### src/rtl/cic_pkg.sv
// Shared CIC helpers: internal width growth, output scaling shift and
// interpolation-ratio legality check (used by interpolator and decimator).
package cic_pkg;

    // Internal accumulator width: input width plus N*log2(R) growth plus one guard bit
    function automatic int cic_width(input int in_w, input int n, input int r);
        return in_w + n * $clog2(r) + 1;
    endfunction

    // Right-shift that removes the R^(N-1) gain and narrows to the output width
    function automatic int cic_shift(input int n, input int r, input int in_w, input int out_w);
        return (n - 1) * $clog2(r) + in_w - out_w;
    endfunction

    // True when r is a power of two and at least 2
    function automatic bit cic_is_pow2(input int r);
        return (r >= 2) && ((r & (r - 1)) == 0);
    endfunction

endpackage

### src/rtl/cic_integrator_stage.sv
// One full-rate CIC integrator: a registered modulo-2^W accumulator.
module cic_integrator_stage
    import cic_pkg::*;
#(
    parameter int W = 23
) (
    input  logic                clk,
    input  logic                rst,
    input  logic signed [W-1:0] i_add,
    output logic signed [W-1:0] o_acc
);

    logic signed [W-1:0] r_acc;

    // Accumulate every cycle; wrap-around is intentional and cancelled by the combs
    always_ff @(posedge clk or posedge rst) begin
        if (rst) r_acc <= '0;
        else     r_acc <= r_acc + i_add;
    end

    assign o_acc = r_acc;

endmodule

### src/rtl/cic_interpolator.sv
// N-stage CIC interpolator: low-rate combs, zero-stuffing, full-rate integrators.
// One input is taken every R cycles (phase 0); one output is produced per cycle.
module cic_interpolator
    import cic_pkg::*;
#(
    parameter int N            = 2,
    parameter int R            = 16,
    parameter int INPUT_WIDTH  = 14,
    parameter int OUTPUT_WIDTH = 14
) (
    input  logic                           clk,
    input  logic                           rst,
    input  logic signed [INPUT_WIDTH-1:0]  in_data,
    input  logic                           in_valid,
    output logic                           in_ready,
    output logic signed [OUTPUT_WIDTH-1:0] out_data,
    output logic                           out_valid,
    output logic                           underrun
);

    localparam int LOG2R = $clog2(R);
    localparam int W     = cic_width(INPUT_WIDTH, N, R);
    localparam int SHIFT = cic_shift(N, R, INPUT_WIDTH, OUTPUT_WIDTH);
    localparam int SH_R  = (SHIFT > 0) ? SHIFT : 0;
    localparam int SH_L  = (SHIFT < 0) ? -SHIFT : 0;

    if (!cic_is_pow2(R) || N < 1) begin : g_bad_param
        $error("cic_interpolator: R must be a power of two >= 2 and N >= 1");
    end

    // Arithmetic shift to remove the gain, then keep the low OUTPUT_WIDTH bits
    function automatic logic signed [OUTPUT_WIDTH-1:0] scale_out(input logic signed [W-1:0] v);
        logic signed [W+OUTPUT_WIDTH-1:0] t;
        t = (W + OUTPUT_WIDTH)'(v);
        t = t >>> SH_R;
        t = t <<< SH_L;
        return t[OUTPUT_WIDTH-1:0];
    endfunction

    logic [LOG2R-1:0]              r_phase;
    logic signed [INPUT_WIDTH-1:0] r_last;
    logic signed [W-1:0]           r_d [1:N];
    logic signed [W-1:0]           r_stuff_p0;
    logic [N:0]                    r_vld_p;
    logic signed [OUTPUT_WIDTH-1:0] r_out;
    logic                          r_out_valid;
    logic                          r_underrun;

    logic                          w_slot;
    logic                          w_xfer;
    logic signed [INPUT_WIDTH-1:0] w_sample;
    logic signed [W-1:0]           w_cprev [1:N];
    logic signed [W-1:0]           w_cn;
    logic signed [W-1:0]           w_int [0:N-1];

    // Phase 0 is the only input slot; held low during reset so nothing is accepted
    assign w_slot   = (r_phase == '0) && !rst;
    assign w_xfer   = w_slot && in_valid;
    assign w_sample = in_valid ? in_data : r_last;
    assign in_ready = w_slot;

    // Free-running phase counter, wraps naturally because R is a power of two
    always_ff @(posedge clk or posedge rst) begin
        if (rst) r_phase <= '0;
        else     r_phase <= r_phase + 1'b1;
    end

    // Comb chain between the delay registers; w_cprev[k] is c_{k-1}
    always_comb begin
        logic signed [W-1:0] v;
        v = W'(w_sample);
        for (int k = 1; k <= N; k++) begin
            w_cprev[k] = v;
            v          = v - r_d[k];
        end
        w_cn = v;
    end

    // Low-rate state: comb delays, held sample, underrun flag, zero-stuff register
    always_ff @(posedge clk or posedge rst) begin
        if (rst) begin
            for (int k = 1; k <= N; k++) r_d[k] <= '0;
            r_last     <= '0;
            r_underrun <= 1'b0;
            r_stuff_p0 <= '0;
        end else begin
            if (w_slot) begin
                for (int k = 1; k <= N; k++) r_d[k] <= w_cprev[k];
                r_last <= w_sample;
                if (!in_valid) r_underrun <= 1'b1;
            end
            r_stuff_p0 <= w_slot ? w_cn : '0;
        end
    end

    // Integrator cascade, one register per stage
    for (genvar k = 0; k < N; k++) begin : g_int
        cic_integrator_stage #(.W(W)) u_int (
            .clk   (clk),
            .rst   (rst),
            .i_add ((k == 0) ? r_stuff_p0 : w_int[(k == 0) ? 0 : k-1]),
            .o_acc (w_int[k])
        );
    end

    // Track the first transfer through stuff and integrators so out_valid meets its data
    always_ff @(posedge clk or posedge rst) begin
        if (rst) begin
            r_vld_p     <= '0;
            r_out_valid <= 1'b0;
            r_out       <= '0;
        end else begin
            r_vld_p     <= {r_vld_p[N-1:0], w_xfer};
            r_out_valid <= r_out_valid | r_vld_p[N];
            r_out       <= scale_out(w_int[N-1]);
        end
    end

    assign out_data  = r_out;
    assign out_valid = r_out_valid;
    assign underrun  = r_underrun;

endmodule

### config.mk
export PLATFORM = sky130hd
export DESIGN_NAME = cic_interpolator
export DESIGN_NICKNAME = d
export VERILOG_FILES = /design/src/rtl/cic_pkg.sv /design/src/rtl/cic_integrator_stage.sv /design/src/rtl/cic_interpolator.sv
export SDC_FILE = /design/constraint.sdc
export NUM_CORES = 1
export LEC_CHECK = 0
export CAP_MARGIN = 20
export CORE_MARGIN = 1.5
export CORE_UTILIZATION = 40
export DETAILED_ROUTE_END_ITERATION = 16
export SLEW_MARGIN = 10
export SYNTH_ARGS = -nofsm -noshare
export SYNTH_HDL_FRONTEND = slang
export SYNTH_HIERARCHICAL = 1
export SYNTH_SLANG_ARGS = --single-unit
### constraint.sdc
create_clock -name clk -period 4.2 [get_ports clk]
set_input_delay 0.84 -clock clk [delete_from_list [all_inputs] [get_ports clk]]
set_output_delay 0.84 -clock clk [all_outputs]
set_load 0.02 [all_outputs]
==> flow_summary.toml <==
# implementation run metrics
[run_status]
run_status = "completed"

[route]
via_count = 5293
wl_met2_um = 7050
drt-pass1-iter-count = 4
route.met3.wl_um = 431
antenna_violating_nets_post_route = 0

[finish]
flow.area_growth_from_synthesis_pct = 22.6
final_util = 0.507
post_route_cells_drive_above_1_share = 0.176

[logic_synthesis]
mappedNetlistArea_um2 = 6620
synthesis.instances = 698
number_of_nets_in_the_synthesized_netlist = 788
syn_area_per_cell_um2 = 9.48

[die]
fp_util = 0.414

[power]
final_total_power_uw = 6410

[final_timing]
period_minus_slack_ns = 4.05
finClkSkew_ns = 0.00717
finalHoldViolCount = 0
setup_slack_ns = 0.147
setup_viol = 0
share_of_the_clock_period_used_by_the_worst_path = 0.965
timing.fmax_mhz = 247
slew_violations = 0

[cts]
htreeDepth = 3
cts.path.max_buffers = 2
clk_pin_slew_worst_paths_ns = 0.07
cts.root.buffer_cell = "sky130_fd_sc_hd__clkbuf_16"
tritoncts_clock_tree = "done"
postCtsHoldBufs = 0
clock_sink_count = 104

[global_routing]
via_count_of_the_first_global_routing_pass = 5300
grt_first_pass_wirelength_um = 24200
grt_max_degree = 54
globalRouteTotalUtil = 0.170

[critical_path]
reg2reg_setup_slack_ns = 0.89
critical_path.reg2reg.startpoint = "r_d[23]$_DFFE_PP0P_"
worstReg2RegEnd = "r_stuff_p0[21]$_DFF_PP0_"
kind_of_end_point_of_the_critical_path = "flip-flop"

[placed_design]
hpwl_um = 10700
dp_slack_ns = -0.384
placement.io_buffers = 33
total_placed_cells_including_tap_cells = 1000

[min_path]
whs_endpoint = "r_vld_p[1]$_DFF_PP0_"
holdCritPathClass = "flip-flop to flip-flop"

[flow_run]
maxCapViolations = 0
openroad.warnings = 31
-- registers in the layout (all words and copies together) (netlist names) --
register / flops
g_int.u_int/o_acc: 36
out_data: 14
out_valid: 1
r_d: 29
r_phase: 4
r_stuff_p0: 16
r_vld_p: 3
underrun: 1
-- worst max path at each step --
stage	cells after the start	end	start	slack, ns
finish	15	r_stuff_p0[21]$_DFF_PP0_	in_valid	0.15
global route	18	r_stuff_p0[14]$_DFF_PP0_	in_valid	-0.01
CTS	17	r_stuff_p0[14]$_DFF_PP0_	in_valid	0.05
detailed placement	16	r_stuff_p0[14]$_DFF_PP0_	in_valid	-0.38
global placement	17	r_stuff_p0[12]$_DFF_PP0_	in_valid	-0.33
floorplan	16	r_stuff_p0[12]$_DFF_PP0_	in_valid	0.06
-- cells in the final DEF (no fill, tap or decap), drive strengths merged, types with 4 or more instances in the layout --
master / n
and3: 6
inv: 51
nor2: 38
nand4: 9
nand2b: 7
xor2: 15
xnor2: 26
buf: 80
o21ai: 62
o21a: 14
a211o: 5
clkbuf: 12
clkdlybuf4s50: 33
a21oi: 45
a21boi: 5
dfrtp: 104
a211oi: 8
and2: 6
ha: 69
nor2b: 8
nor3: 15
a21o: 16
nand2: 70
o211ai: 7
nand3: 16
o31ai: 7
mux2i: 5
fa: 4
a31oi: 12
clkinv: 4
-- what timing repair did --
action | in CTS | in global routing
setup endpoints to repair | 1 | 7
pin swaps | 0 | 8
hold endpoints to repair | 0 | 0
gates resized | 2 | 39
setup buffers | 0 | 2
-- worst max-delay path, stage by stage --
cell and delay, ns:
sky130_fd_sc_hd__clkdlybuf4s50_1 0.43, sky130_fd_sc_hd__buf_4 0.17, sky130_fd_sc_hd__mux2i_1 0.13, sky130_fd_sc_hd__ha_2 0.20, sky130_fd_sc_hd__fa_1 0.41, sky130_fd_sc_hd__nor2b_2 0.17
sky130_fd_sc_hd__o21ai_2 0.10, sky130_fd_sc_hd__a211o_1 0.31, sky130_fd_sc_hd__o21ai_0 0.37, sky130_fd_sc_hd__a31oi_1 0.19, sky130_fd_sc_hd__ha_1 0.33, sky130_fd_sc_hd__nand4_1 0.15
sky130_fd_sc_hd__nor2_1 0.11, sky130_fd_sc_hd__o21ai_0 0.14, sky130_fd_sc_hd__a32o_1 0.24
-- report_power, final --
group	total (µW)	internal, µW	switching (µW)
Combinational	3950	1820	2130
Clock	860	496	364
Sequential	1600	1410	192
Total	6410	3720	2680
-- cell type report --
cell class / count / area, µm²
Multi-Input combinational cell: 517 / 3810
Timing Repair Buffer: 113 / 935
Tap cell: 216 / 270
Clock inverter: 4 / 52.6
Inverter: 52 / 195
Sequential cell: 104 / 2600
Clock buffer: 12 / 256
Fill cell: 1482 / 7880
-- per-layer routing --
metal | vias up | track usage
met2 | 96 | 0.300
met4 | 0 | 0.0667
met3 | 28 | 0.0428
met1 | 2485 | 0.195
met5 | - | 0
li1 | 2684 | -
Fig. 1: cell placement
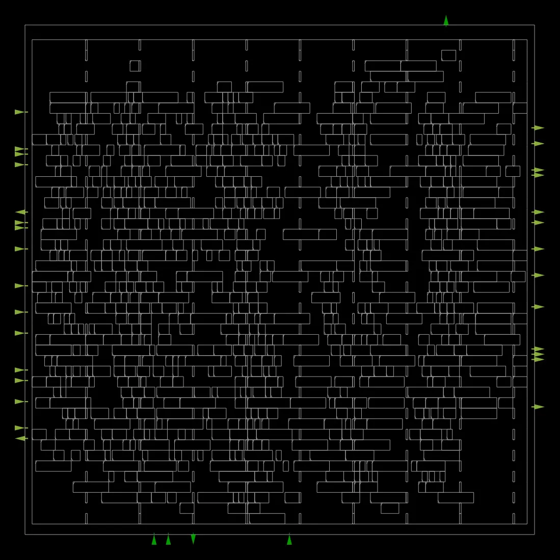
Tap Cells: 216
number of standard cells in the layout, taps in and fillers out: 1,018
Filler Cell Count: 1,482

Fig. 2: supply network
Pins as bars on the die edge. Tap cells in gray.
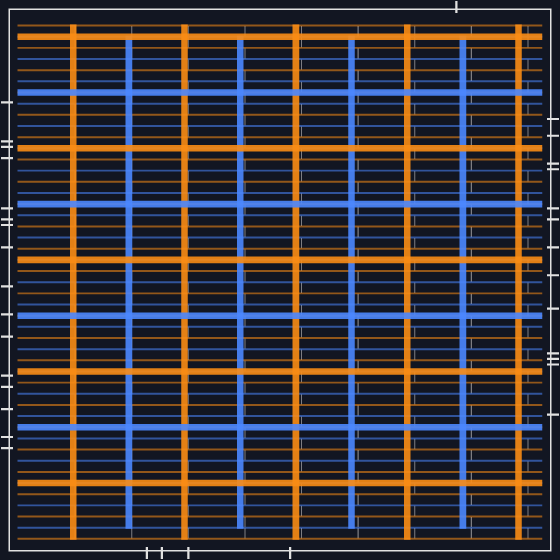
| color | net |
|---|---|
| blue | VDD |
| orange | VSS |
met4 straps: 9
met1 rails: 47
met5 straps: 9
rows: 46
Die Wd: 132 µm
floorplan die height: 132 µm
worst-case vdd ir drop: 314 µV
Core Footprint: 16,000 µm²

Fig. 3: cells colored by class
The bar under the picture is 50 µm long. Fill, decap, tap and diode cells in gray.
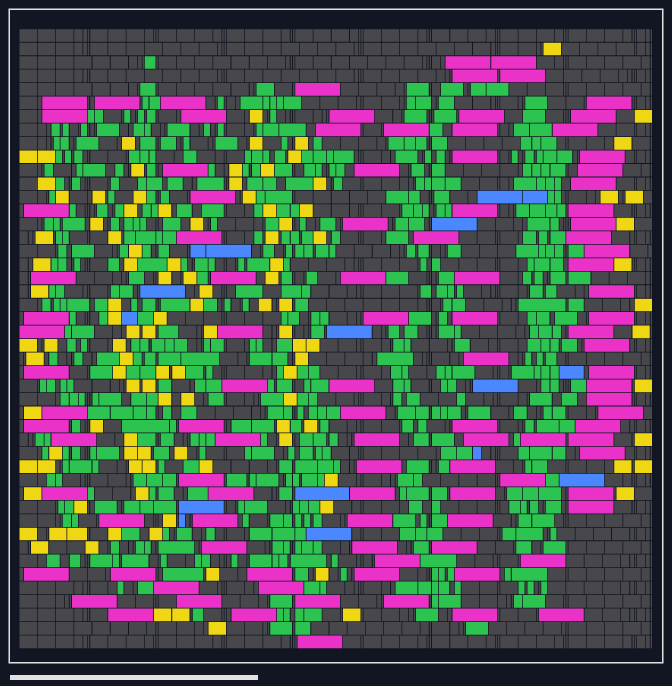
| color | class | cells | share of their area |
|---|---|---|---|
| magenta | flops | 104 | 33% |
| green | combinational and other logic | 569 | 51% |
| blue | clock drivers and dummy loads | 16 | 3.9% |
| yellow | other buffers and delay cells | 113 | 12% |
post-route cell area: 8120 µm²
Placement Rows: 46

Power is estimated from default activity; no workload was simulated.
